==> config.mk <==
export PLATFORM = sky130hd
export DESIGN_NAME = seg_scan_capture
export DESIGN_NICKNAME = d
export VERILOG_FILES = /design/src/rtl/seg_pkg.sv /design/src/rtl/seg7_decode.sv /design/src/rtl/seg_scan_capture.sv
export SDC_FILE = /design/constraint.sdc
export NUM_CORES = 1
export LEC_CHECK = 0
export CAP_MARGIN = 20
export CORE_AREA = 5 5 144 146
export DETAILED_ROUTE_END_ITERATION = 7
export DIE_AREA = 0 0 149 151
export GPL_ROUTABILITY_DRIVEN = 0
export PLACE_DENSITY = 0.68
export SYNTH_ARGS = -nofsm -noshare
export SYNTH_HDL_FRONTEND = slang
export SYNTH_HIERARCHICAL = 1
export SYNTH_SLANG_ARGS = --single-unit
export TNS_END_PERCENT = 5
==> constraint.sdc <==
create_clock -name clk -period 7.4 [get_ports clk]
set_input_delay 1.48 -clock clk [delete_from_list [all_inputs] [get_ports clk]]
set_output_delay 1.48 -clock clk [all_outputs]
set_load 0.05 [all_outputs]
**M3 wires**

(3 px per um)
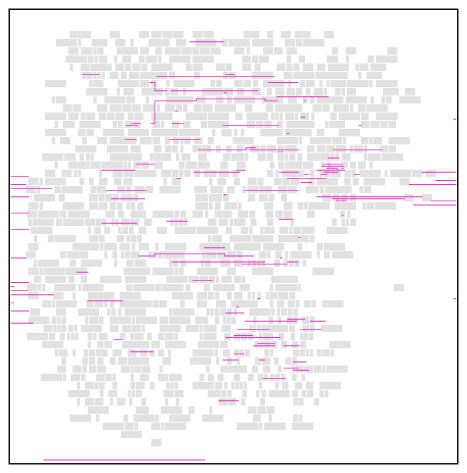
81 nets have wire on it. The layer carries 950 um of wire. The layer holds 4.8% of the routed length. The longest straight run is 53.6 um.
Via Count: 7078
drt total wl: 20.0 mm
met3 Track Usage GR: 0.0338

**Wiring heat map**

(2 px per um) The die is cut into 30 by 30 equal tiles; dark blue is low, red is high, scaled to the fullest tile. Values are wire area over tile area, all layers added.
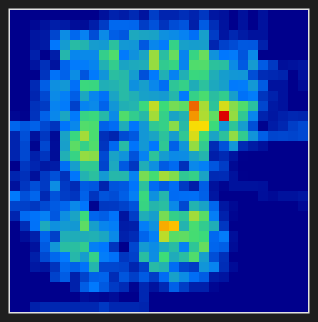
6.2% of the tiles are over half the peak. The mean over all tiles is 0.14. 26% of the tiles are nearly empty. The emptiest ninth of the die: south-east. The fullest tile reaches 0.74.
Avg WL per Cell: 15.7 um
Total Routing Usage GR: 0.183

**Pin map**

(3 px per um) Pins as bars across the die edge, other pins in grey.
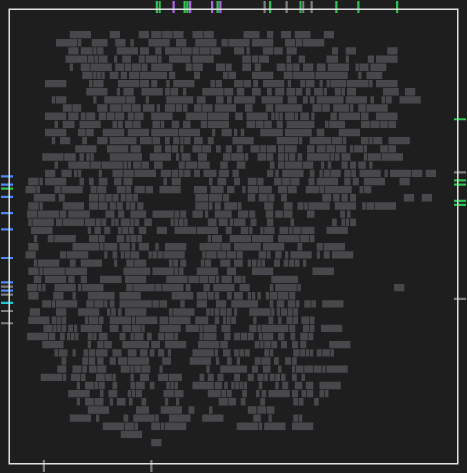
Key: value = green [pins 16, direction output, edge 10 north, 5 east, 1 west]; blank = purple [pins 4, direction output, edge north]; smg = blue [pins 8, direction input, edge west]; lost = cyan [pins 1, direction output, edge west]
All pins by edge: 18 north, 14 west, 7 east, 2 south.
Chip Width: 149 um
Port Buffers: 40
die height: 151 um

==> impl_metrics.yaml <==
# yosys + openroad results
synthesis:
  synth_cell_type_count: 79
  edf_count: 0
  synth-seq-cells: 152
  synth-cells-yosys: 996
  synth.top_cell.area_share: 0.360
  synth_cells: 996
  async_flop_share: 0
clock_network:
  clockRootBuffer: "clkbuf_16"
  cts.reportedPaths.clkPinSlew_ns: 0.06
  cts_tree: "yes"
  postCtsSetupRepairBufs: 0
  h-tree-depth: 4
  insertion_delay_ns: 0.43
detailed_routing:
  first_pass_iters: 8
  drt_iter0_markers: 617
  drcViolationCount: 2
pwr:
  p_total_mw: 2.01
  total_leakage_power_nw: 3.59
  p_clk_frac: 0.452
  p_per_area_nw_per_um2: 210
  powerComb_uw: 256
hold_path:
  hp-class: "reg2reg"
floorplanning:
  rows: 51
  fp-utilization: 0.438
cells_and_area:
  final_cell_mix: "dfxtp_1 (152), nor2_1 (133), nand2_1 (65)"
  drive_gt1_frac: 0.0781
  n_antenna_cell: 0
status:
  violations: "DRC"
  status: "complete, but fails checks"
final_timing:
  max_freq_mhz: 206
  fin_crit_sh: 0.657
  setup_viol: 0
  max_slew_margin: 0.444
  fin_setup_tns_ns: 0
  worst_clock_skew_ns: 0.0109
placed_design:
  hpwl_mm: 14.1
setup_path:
  worstPathArrival_ns: 5.18
  path_max_fanout: 21
  r2r_cells: 12
run:
  cap_violations: 0
global_routing:
  first_global_vias: 6575
  grt_max_degree: 93
## logic make-up (layout without fill, tap and decap cells)
| group | count (synthesis) | after routing | synth area share |
|---|---|---|---|
| xor+xnor | 70 | 70 | 0.0734 |
| buf+inv | 87 | 102 | 0.0453 |
| simple gates | 446 | 446 | 0.280 |
| compound gates | 165 | 165 | 0.139 |
| mux | 60 | 60 | 0.0783 |
| fa+ha+maj | 16 | 16 | 0.0234 |
| flops | 152 | 152 | 0.360 |
## cells in the mapped netlist, types with 13 or more instances
cell type and n:
nand3b_1 19, nand4_1 19, o21ai_0 33, nor2b_1 41, nor2_1 133, nand2_1 65
mux2i_1 41, ha_1 15, inv_1 22, nor3_1 22, nor4_1 17, nand2b_1 30
dfxtp_1 152, and3_1 13, o31ai_1 15, xor2_1 30, clkbuf_1 48, a21oi_1 33
nand3_1 27, xnor2_1 39
## area by class of cell
class	count	area, um^2
clock buffer	17	425
clock inverter	15	193
fill	1882	9710
inverter	22	82.6
multi-input combinational	757	5030
sequential	152	3040
tap	265	332
timing repair buffer	48	458
## critical path, cell delays in order, from the launching register on
cell	delay (ns)
dfxtp_1	0.47
xor2_2	0.34
nand2_1	0.24
inv_1	0.24
ha_1	0.38
mux2i_1	0.52
xnor2_1	0.15
nor4_1	0.64
o21ai_0	0.20
a211o_1	0.34
o311ai_4	0.43
buf_4	0.42
mux2_2	0.38
## metal layers
layer / vias up / part of all wire
met5: - / 0
met4: 0 / 0.020
met3: 32 / 0.047
met2: 179 / 0.44
met1: 3344 / 0.49
li1: 3523 / -
## metrics by stage
stage	util	cell area, um^2	worst slack [ns]	std cells
CTS	0.496	9560	2.58	1276
global route	0.496	9560	2.18	1276
finish	0.496	9560	2.54	1276
global placement	0.464	8940	2.65	1244
floorplan	-	8450	3.64	996
detailed placement	0.464	8940	2.62	1244
Power and IR drop assume default switching activity.
